===== src/rtl/pe_stream_feeder_pkg.sv =====
// Shared definitions for the PE stream feeder: FSM states and PE control codes.
package pe_stream_feeder_pkg;

  typedef enum logic [2:0] {
    IDLE  = 3'd0,
    LOADW = 3'd1,
    LSB   = 3'd2,
    MSB   = 3'd3,
    FLUSH = 3'd4
  } state_e;

  // PE ctrl bits: bit0 StoreW, bit1 LSB, bit2 Circulate
  localparam logic [2:0] CTRL_STOREW = 3'b001;
  localparam logic [2:0] CTRL_LSB    = 3'b010;
  localparam logic [2:0] CTRL_CIRC   = 3'b100;
  localparam logic [2:0] CTRL_IDLE   = 3'b100;

  // One queued sample is {x[7:0], y[15:0]}
  localparam int SAMPLE_W = 24;

endpackage


===== src/rtl/pe_stream_feeder_sample_fifo.sv =====
// Small synchronous FIFO holding {x,y} samples until the feeder pairs them out.
module sample_fifo #(
  parameter int DEPTH = 2,
  parameter int WIDTH = 24
) (
  input  logic             clk,
  input  logic             rst_n,
  input  logic             push,
  input  logic [WIDTH-1:0] wdata,
  input  logic             pop,
  output logic [WIDTH-1:0] rdata,
  output logic             full,
  output logic             empty
);

  localparam int AW = $clog2(DEPTH);

  // Pointers carry one extra wrap bit so full and empty are distinguishable
  logic [AW:0]      wr_ptr_q, wr_ptr_d;
  logic [AW:0]      rd_ptr_q, rd_ptr_d;
  logic [WIDTH-1:0] mem_q [DEPTH];
  logic             push_ok;
  logic             pop_ok;

  assign empty   = (wr_ptr_q == rd_ptr_q);
  assign full    = (wr_ptr_q[AW] != rd_ptr_q[AW]) &&
                   (wr_ptr_q[AW-1:0] == rd_ptr_q[AW-1:0]);
  assign push_ok = push && !full;
  assign pop_ok  = pop && !empty;
  assign rdata   = mem_q[rd_ptr_q[AW-1:0]];

  // Advance pointers independently so a simultaneous push and pop both take effect
  always_comb begin
    wr_ptr_d = wr_ptr_q;
    rd_ptr_d = rd_ptr_q;
    if (push_ok) wr_ptr_d = wr_ptr_q + (AW+1)'(1);
    if (pop_ok)  rd_ptr_d = rd_ptr_q + (AW+1)'(1);
  end

  // Pointer registers; reset empties the FIFO
  always_ff @(posedge clk or negedge rst_n) begin
    if (!rst_n) begin
      wr_ptr_q <= '0;
      rd_ptr_q <= '0;
    end else begin
      wr_ptr_q <= wr_ptr_d;
      rd_ptr_q <= rd_ptr_d;
    end
  end

  // Sample storage, written at the write pointer on an accepted push
  always_ff @(posedge clk or negedge rst_n) begin
    if (!rst_n) begin
      for (int i = 0; i < DEPTH; i++) mem_q[i] <= '0;
    end else if (push_ok) begin
      mem_q[wr_ptr_q[AW-1:0]] <= wdata;
    end
  end

endmodule


===== src/rtl/pe_stream_feeder.sv =====
// Feeds a bit-serial PE: loads a weight, then streams samples as LSB/MSB pairs,
// inserting bubble pairs when starved and draining with zero pairs on flush.
module pe_stream_feeder
  import pe_stream_feeder_pkg::*;
#(
  parameter int FIFO_DEPTH  = 2,
  parameter int FLUSH_PAIRS = 4
) (
  input  logic        clk,
  input  logic        rst_n,
  input  logic        w_valid,
  output logic        w_ready,
  input  logic [3:0]  w_data,
  input  logic        s_valid,
  output logic        s_ready,
  input  logic [7:0]  s_x,
  input  logic [15:0] s_y,
  input  logic        flush,
  output logic [7:0]  pe_xorw,
  output logic [7:0]  pe_yin,
  output logic [2:0]  pe_ctrl,
  output logic        pe_real,
  output logic        busy
);

  localparam int FLUSH_CYCLES = 2 * FLUSH_PAIRS;
  localparam int CNT_W        = $clog2(FLUSH_CYCLES) + 1;
  localparam logic [CNT_W-1:0] CNT_LAST = CNT_W'(FLUSH_CYCLES - 1);

  state_e                state_q, state_d;
  logic [3:0]            weight_q, weight_d;
  logic [SAMPLE_W-1:0]   hold_q, hold_d;
  logic                  flush_pending_q, flush_pending_d;
  logic [CNT_W-1:0]      flush_cnt_q, flush_cnt_d;
  logic [2:0]            pe_ctrl_q, pe_ctrl_d;
  logic [7:0]            pe_xorw_q, pe_xorw_d;
  logic [7:0]            pe_yin_q, pe_yin_d;
  logic                  pe_real_q, pe_real_d;
  logic                  busy_q, busy_d;

  logic                  fifo_push;
  logic                  fifo_pop;
  logic                  fifo_full;
  logic                  fifo_empty;
  logic [SAMPLE_W-1:0]   fifo_rdata;
  logic                  load_pair;
  logic                  pair_real;

  assign w_ready   = (state_q == IDLE);
  assign s_ready   = !fifo_full;
  assign fifo_push = s_valid && s_ready;

  sample_fifo #(
    .DEPTH (FIFO_DEPTH),
    .WIDTH (SAMPLE_W)
  ) u_fifo (
    .clk   (clk),
    .rst_n (rst_n),
    .push  (fifo_push),
    .wdata ({s_x, s_y}),
    .pop   (fifo_pop),
    .rdata (fifo_rdata),
    .full  (fifo_full),
    .empty (fifo_empty)
  );

  // Next-state logic: sequencing, flush tracking and pair loading from the FIFO
  always_comb begin
    state_d         = state_q;
    weight_d        = weight_q;
    hold_d          = hold_q;
    flush_pending_d = flush_pending_q;
    flush_cnt_d     = flush_cnt_q;
    fifo_pop        = 1'b0;
    load_pair       = 1'b0;
    pair_real       = pe_real_q;

    case (state_q)
      IDLE: begin
        if (w_valid) begin
          weight_d = w_data;
          state_d  = LOADW;
        end
      end
      LOADW: begin
        if (flush) flush_pending_d = 1'b1;
        state_d   = LSB;
        load_pair = 1'b1;
      end
      LSB: begin
        if (flush) flush_pending_d = 1'b1;
        state_d = MSB;
      end
      MSB: begin
        if (flush) flush_pending_d = 1'b1;
        if (!fifo_empty) begin
          state_d   = LSB;
          load_pair = 1'b1;
        end else if (flush_pending_q) begin
          state_d         = FLUSH;
          flush_pending_d = 1'b0;
          flush_cnt_d     = '0;
        end else begin
          state_d   = LSB;
          load_pair = 1'b1;
        end
      end
      FLUSH: begin
        if (flush_cnt_q == CNT_LAST) begin
          state_d     = IDLE;
          flush_cnt_d = '0;
        end else begin
          flush_cnt_d = flush_cnt_q + CNT_W'(1);
        end
      end
      default: state_d = IDLE;
    endcase

    if (load_pair) begin
      if (!fifo_empty) begin
        fifo_pop  = 1'b1;
        hold_d    = fifo_rdata;
        pair_real = 1'b1;
      end else begin
        hold_d    = '0;
        pair_real = 1'b0;
      end
    end
  end

  // Output decode from the state being entered so the registered outputs line up with state_q
  always_comb begin
    pe_ctrl_d = CTRL_IDLE;
    pe_xorw_d = '0;
    pe_yin_d  = '0;
    pe_real_d = 1'b0;
    case (state_d)
      LOADW: begin
        pe_ctrl_d = CTRL_STOREW;
        pe_xorw_d = {4'b0000, weight_d};
      end
      LSB: begin
        pe_ctrl_d = CTRL_LSB;
        pe_xorw_d = hold_d[23:16];
        pe_yin_d  = hold_d[7:0];
        pe_real_d = pair_real;
      end
      MSB: begin
        pe_ctrl_d = CTRL_CIRC;
        pe_xorw_d = hold_d[23:16];
        pe_yin_d  = hold_d[15:8];
        pe_real_d = pair_real;
      end
      FLUSH: begin
        pe_ctrl_d = flush_cnt_d[0] ? CTRL_CIRC : CTRL_LSB;
      end
      default: pe_ctrl_d = CTRL_IDLE;
    endcase
    busy_d = (state_d != IDLE);
  end

  // State, datapath and output registers; reset abandons any pair in flight
  always_ff @(posedge clk or negedge rst_n) begin
    if (!rst_n) begin
      state_q         <= IDLE;
      weight_q        <= '0;
      hold_q          <= '0;
      flush_pending_q <= 1'b0;
      flush_cnt_q     <= '0;
      pe_ctrl_q       <= CTRL_IDLE;
      pe_xorw_q       <= '0;
      pe_yin_q        <= '0;
      pe_real_q       <= 1'b0;
      busy_q          <= 1'b0;
    end else begin
      state_q         <= state_d;
      weight_q        <= weight_d;
      hold_q          <= hold_d;
      flush_pending_q <= flush_pending_d;
      flush_cnt_q     <= flush_cnt_d;
      pe_ctrl_q       <= pe_ctrl_d;
      pe_xorw_q       <= pe_xorw_d;
      pe_yin_q        <= pe_yin_d;
      pe_real_q       <= pe_real_d;
      busy_q          <= busy_d;
    end
  end

  assign pe_ctrl = pe_ctrl_q;
  assign pe_xorw = pe_xorw_q;
  assign pe_yin  = pe_yin_q;
  assign pe_real = pe_real_q;
  assign busy    = busy_q;

endmodule

===== config.mk =====
export PLATFORM = sky130hd
export DESIGN_NAME = pe_stream_feeder
export DESIGN_NICKNAME = d
export VERILOG_FILES = /design/src/rtl/pe_stream_feeder_pkg.sv /design/src/rtl/pe_stream_feeder_sample_fifo.sv /design/src/rtl/pe_stream_feeder.sv
export SDC_FILE = /design/constraint.sdc
export NUM_CORES = 1
export LEC_CHECK = 0
export CAP_MARGIN = 20
export CORE_MARGIN = 2
export CORE_UTILIZATION = 45
export DETAILED_ROUTE_END_ITERATION = 16
export PLACE_DENSITY_LB_ADDON = 0.25
export SLEW_MARGIN = 25
export SYNTH_ARGS = -nofsm -noshare
export SYNTH_HDL_FRONTEND = slang
export SYNTH_SLANG_ARGS = --single-unit
export TNS_END_PERCENT = 50

===== constraint.sdc =====
create_clock -name clk -period 4.5 [get_ports clk]
set_clock_uncertainty 0.2 [all_clocks]
set_input_delay 0.9 -clock clk [delete_from_list [all_inputs] [get_ports clk]]
set_output_delay 0.9 -clock clk [all_outputs]
set_load 0.02 [all_outputs]

==> run_1/placement.png <==
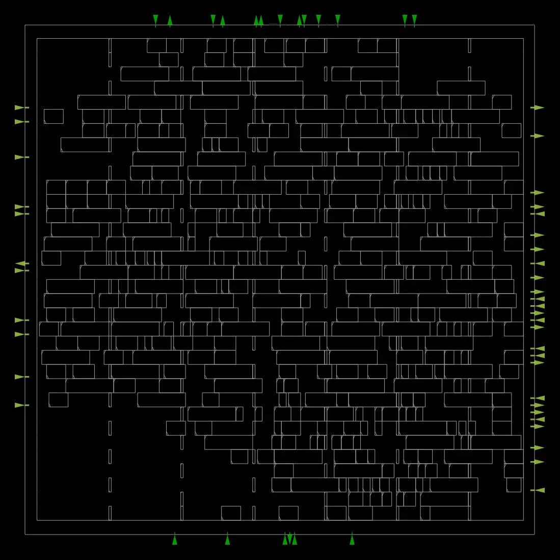
Tap Count: 108
Final Util: 55.55%
Seq/total area: 50.63%
Layout Cells excl Fill: 478
row cnt: 34

==> run_1/cell_density.png <==
The bar under the picture is 20 um long. 10 x 10 tiles, from white (low) to dark blue (high), 0 to 100% covered.
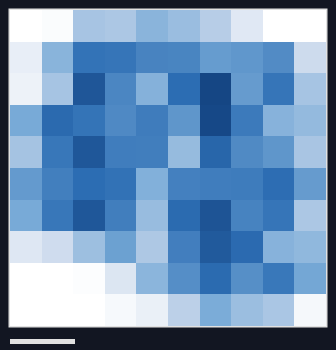
emptiest ninth of the die = lower left
fullest tile = 91%
mean over tiles = 49%
Core ar.: 8636 um^2
Initial Util: 45.84%

==> CHANGELOG.md, run 1 <==
### Changed

- Run status: completed
- Cells after Synth: 311
- Grt ovf: 0
- Design Power: 3665 uW
- Seq/Total Area, Yosys: 61.35%
- Worst EP arrival: 1.89 ns
- Top flop regs: u_fifo.mem_q x48, hold_q x16
- Avg Cell Area, Syn: roughly 13 um^2
- Worst-path fanout max: 5
- Htree depth: 3
- CP required: 3.40 ns
- Largest net degree at the start of global routing: approximately 75
- Max reg flops: 48
- Vias/cell: 5.159
- Post-synth area hogs: dfrtp_1 (61%), mux2_2 (13%), mux2i_1 (6.1%)
- RSZ-0062 raised after global routing: no
- Slew headroom: 39.63%
- Critical Path Stages: 3
- Data buffer area share: 12.05%
- Final clock-cell share: 4.382%
- First-pass DRT Iterations: 4
- N_diodes: 0
- Netlist cell types: 37
- Final Max Tran Viols: 0
- Slack of the critical path: 1.506 ns
- GRT Overall Usage: 15.42%
- Hold Startpoint: hold_q[22]
- Fraction of registers with async set/reset: 100.0%
- Hold Path Class: register to register
- Peak supply drop: between 0.2 and 0.3 mV
- Post-DRT Antenna Nets: 0
- Placed Instances: 462
- TritonCTS sink count: 97
- Worst reg2reg endpoint: u_fifo.mem_q[24]
- Final-report hold violation count: 0
- Crit end category: output pin
- Power Dens Cells: 764.1 nW/um^2
- Bufs w/o clock: ~60
- Warnings, synthesis: 0
- Dominant kind of cell: sequential cells
- Buffer-and-inverter tally for the worst setup path: 1
- Clock transition at path regs: 0.08 ns
- Initial antenna violation count: 0
- Die W: 97.80 um
- Vias in the first global route: 2,398
- Multi-input logic area: 1411 um^2
- Post-synth EDFFs: 0
- WHS Endpoint: hold_q[22]
- Count of non-CTS inverters in the layout: 9
- Root Buffer: clkbuf_8
- Critical Path Start: u_fifo.rd_ptr_q[1]
- YS chip area: a little under 4000 um^2
- Post-synth regs: 97
- Clkbuf count: 14
- Clock buffer count from CTS: 9
- Termination of the worst setup path: s_ready
- CTS Buffer Depth: 2
- Input/output buffers: 55
==> run_1/flops_by_reg.png <==
The bar under the picture is 20 um long. Other sequential cells in the stronger grey, the rest of the logic in the fainter grey.
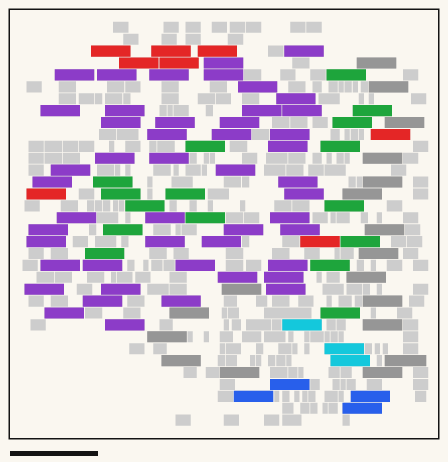
purple -> `u_fifo.mem_q`  # placed flops 48
blue -> `flush_cnt_q`  # placed flops 4, where lower right
red -> `pe_yin`  # placed flops 8
green -> `hold_q`  # placed flops 16
cyan -> `state_q`  # placed flops 3
not coloured = 18
FF+latch area: 2429 um^2
Seq. pwr: 1500 uW

==> run 1: cell usage in the layout, fill, tap and decap left out, drive strengths merged, types with 2 or more instances in the layout <==
master         synthesis  routed
xnor2                  3       3
clkbuf                 5      14
xor2                   3       3
or2                    5       5
mux2                  48      48
o22ai                  2       2
nor2                   8       8
clkdlybuf4s50          0      54
o21ai                 25      25
nand3                  2       2
a21oi                  6       6
dfrtp                 96      96
and2                   2       2
nand2                 40      40
o21bai                 2       2
nor2b                  2       2
buf                   11       5
inv                    9       9
a2bb2oi                4       4
mux2i                 24      24
nor3                   3       3
==> run 1: layer usage <==
layer,track usage (%),vias to the layer above,wire length (um)
met5,0,-,0
li1,-,1170,-
met4,4.487,0,76
met1,20.46,1230,3222
met3,4.009,8,304
met2,25.31,58,3391
==> run 1: stage by stage <==
stage	util (%)	hold WS [ns]	instance area (um^2)
floorplan	-	0.2339	3959
CTS	55.46	0.2749	4790
global route	55.55	0.2830	4797
detailed placement	53.03	0.2556	4579
finish	55.55	0.2729	4797
global placement	53.03	0.2514	4579
==> run 1: worst reg2reg max path, stage by stage, from the launching register on <==
cell	delay, ns
dfrtp_1	0.40
xor2_1	0.45
a21bo_1	0.19
or2_2	0.53
mux2_2	0.42
==> run 1: cells by family (layout without fill, tap and decap cells) <==
logic type                 after synthesis  in the layout  share of synthesized area (%)
AOI/OAI and AO/OA                       43             43                          6.447
and+or+nand+nor                         67             67                          7.554
DFF                                     97             97                          61.35
buffers and inverters                   25             84                          3.287
xor gates and xnor gates                 6              6                          1.328
muxes                                   72             72                          19.72
adders and majority gates                1              1                         0.3160
==> run 1: where the power goes <==
group,internal [uW],total (uW),switching (uW)
registers,1300,1500,202
logic,775,1590,810
clock network,303,579,275
==> run_1/io_fan.png <==
The bar under the picture is 20 um long.
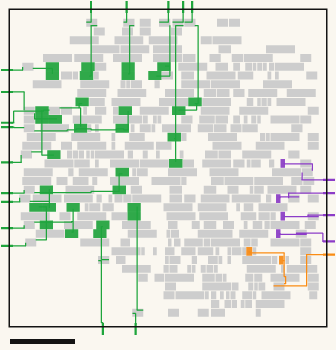

## Run 2: what changed since run 1
==> constraint.sdc (replaced) <==
create_clock -name clk -period 2.4 [get_ports clk]
set_clock_uncertainty 0.2 [all_clocks]
set_input_delay 0.48 -clock clk [delete_from_list [all_inputs] [get_ports clk]]
set_output_delay 0.48 -clock clk [all_outputs]
set_load 0.02 [all_outputs]
==> run_2/io_fan.png <==
The bar under the picture is 20 um long.
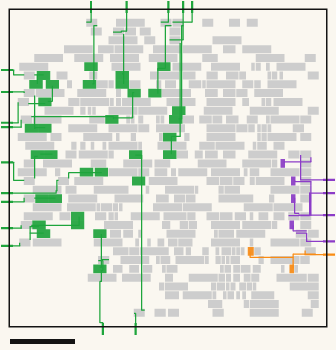
orange -> `w_valid`  # bits 1, direction input, edge right, end cells 2, buffers 1, wire 33.3 um
green -> `s_y`  # bits 16, direction input, edge 9 left, 5 top, 2 bottom, end cells 32, buffers 16, wire 455 um
purple -> `w_data`  # bits 4, direction input, edge right, end cells 4, buffers 4, wire 88.8 um
I/O Pins: 56
input/output buffers: 55

==> run_2/power_grid.png <==
The bar under the picture is 20 um long. Pins as bars on the die edge. Tap cells in grey.
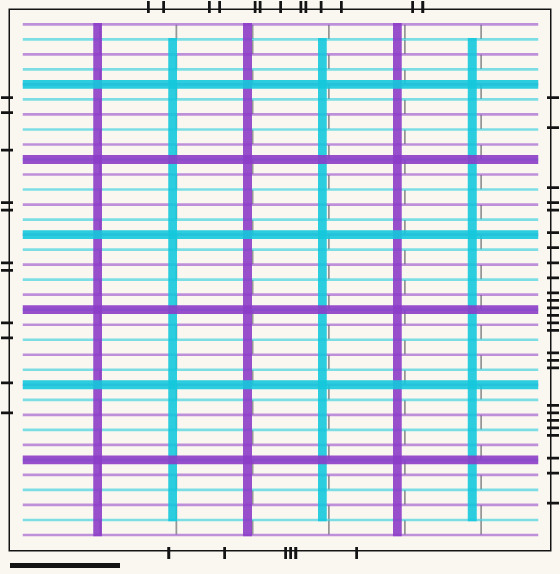
purple -> VSS
cyan -> VDD
tap cells = 108
met5 straps = 6
Die Ht: 97.80 um
Die W: 97.80 um

==> run 2 against run 1 <==
Non-clock buffer count is 6 higher; area after synthesis stayed put; sequential cell count unchanged; global-route usage is 0.91 points higher; clock power up 99%; combinational power increased by 94%; critical path depth down 1; synthesized cell count unchanged; utilization is 1.0 points higher; first-iteration DRC count shrank 29%; register-to-register slack got worse by 1.8 ns; critical endpoint is now w_ready; largest cell class unchanged.
==> CHANGELOG.md, run 2 <==
### Changed

- Run status: completed
- Vias/cell: 5.074
- Area fraction in xor and xnor cells: between 1 and 1.5%
- Warnings, synthesis: 0
- Slack of the critical path: 0.2312 ns
- Crit end category: output pin
- Core ar.: about 8600 um^2
- Layout Cells excl Fill: just under 500
- N_diodes: 0
- Design Power: between 7000 and 8000 uW
- Cells after Synth: between 300 and 400
- # hold bufs at CTS: 1
- Clock buffer count from CTS: 9
- Top flop regs: u_fifo.mem_q x48, hold_q x16
- Row cnt: 34
- Ao+oa area frac: 6.448%
- Multi-input logic area: 1404 um^2
- Final Util: 56.55%
- Top cell excl fill/tap: dfrtp_1
- Final-report hold violation count: 0
- Adder share: 0.3161%
- Buffer-and-inverter tally for the worst setup path: 1
- Max layer used: met4
- Largest net degree at the start of global routing: around 47
- Fraction of registers with async set/reset: 100.0%
- Avg Cell Area, Syn: around 13 um^2
- Worst EP arrival: around 1.5 ns
- Slew headroom: 62.09%
- Placed instance area: roughly 4700 um^2
- Final Cycle Share: 90.37%
- Initial Util: a little under half
- Top logic family: multiplexers
- Vias in the first global route: 2,531
- Worst-Margin Slew: 0.5686 ns
- First-pass DRT Iterations: 4
- Max reg flops: approximately 48
- Clock transition at path regs: 0.09 ns
- Worst hold slack: 0.2763 ns
- WL met2: 3567 um
- CP required: 1.72 ns
- Initial antenna violation count: 0
- Post-synth EDFFs: 0
- Initial DRC count: approximately 60
- FF+latch area: between 2000 and 2500 um^2
- Final Max Tran Viols: 0
- Post-synth area hogs: dfrtp_1 (61%), mux2_2 (13%), mux2i_1 (6.1%)
- Post-DRT Antenna Nets: 0
- Post-synth regs: 97
- TritonCTS sink count: 97
- Htree depth: 3
- GRT Overall Usage: 16.32%
- M1 WL: 3301 um
- Most flops, register: u_fifo.mem_q
- Placed Instances: 467
- Peak supply drop: 0.6459 mV
- Worst-path fanout max: 9
- Design Area, Final: 4883 um^2
- RSZ-0062 raised after global routing: no
- CTS Buffer Depth: 2
- Root Buffer: clkbuf_8
- # setup viols final: 0
- Netlist cell types: 37
- Worst path max stage delay: 0.48 ns
- Simple share: approximately 7.6%
- Grt ovf: 0
- Hold Path Class: register to register
- Mux share of post-synthesis cell area: between 10% and 20%
- DRC: 0
- Leading area contributor after synthesis: dfrtp_1
- Power Dens Cells: 1445 nW/um^2
- Max-area cell share: 60.68%
- YS chip area: 3959 um^2
- FMAX: 461.1 MHz
- Most frequent cells in the layout: dfrtp_1 (96), clkdlybuf4s50_1 (52), mux2_2 (47)
-- run 2: cell count changes in the layout (fill, tap and decap cells not counted), moves of 2 or more --
cell,previous run,this run
buf_12,0,3
clkdlybuf4s50_1,54,52
buf_4,5,7
clkbuf_8,12,9
-- run 2: per-layer routing --
layer	vias to the layer above	global-route usage, %
li1	1180	-
met1	1221	21.55
met2	48	26.79
met3	7	3.006
met4	0	6.838
met5	-	0
-- run 2: cells by family (layout without fill, tap and decap cells) --
kind of cell,count (synthesis),in the layout
xor+xnor,6,6
flops,97,97
buf+inv,25,90
compound gates,43,43
simple gates,67,67
mux,72,72
fa+ha+maj,1,1
-- run 2: worst reg2reg max path, delay by kind of cell, from the launching register on --
kind,cells,cell delay [ns]
XOR/XNOR,1,0.18
AND/OR/NAND/NOR,1,0.24
AND-OR/OR-AND,1,0.20
buffers and inverters,2,0.33
multiplexers,1,0.32
flip-flops,1,0.41
-- run 2: layout make-up --
type	instances	area share [%]
clock buffers	10	2.613
clock inverters	6	1.845
inverters	9	0.6918
multi-input cells	189	28.75
flip-flops and latches	97	49.73
well taps	108	2.767
repair buffers	65	13.60
-- run 2: final timing paths --
path	startpoint	to	depth (start not counted)
max	state_q[0]	w_ready	2
min	hold_q[19]	hold_q[19]	2
max reg2reg	u_fifo.rd_ptr_q[1]	u_fifo.mem_q[46]	6
min reg2reg	hold_q[19]	hold_q[19]	2
max in group asynchronous	rst_n	u_fifo.mem_q[38]	3
min in group asynchronous	rst_n	flush_cnt_q[3]	2
-- run 2: power by group --
| group | leakage, uW | internal [uW] | switching (uW) | total [uW] |
|---|---|---|---|---|
| combinational | 0.000920 | 1550 | 1540 | 3090 |
| clock | 0.000107 | 591 | 555 | 1150 |
| sequential | 0.00118 | 2440 | 383 | 2820 |
| total | 0.00221 | 4580 | 2480 | 7060 |
Power figures rest on the tool's default switching activity, not on a simulated workload.
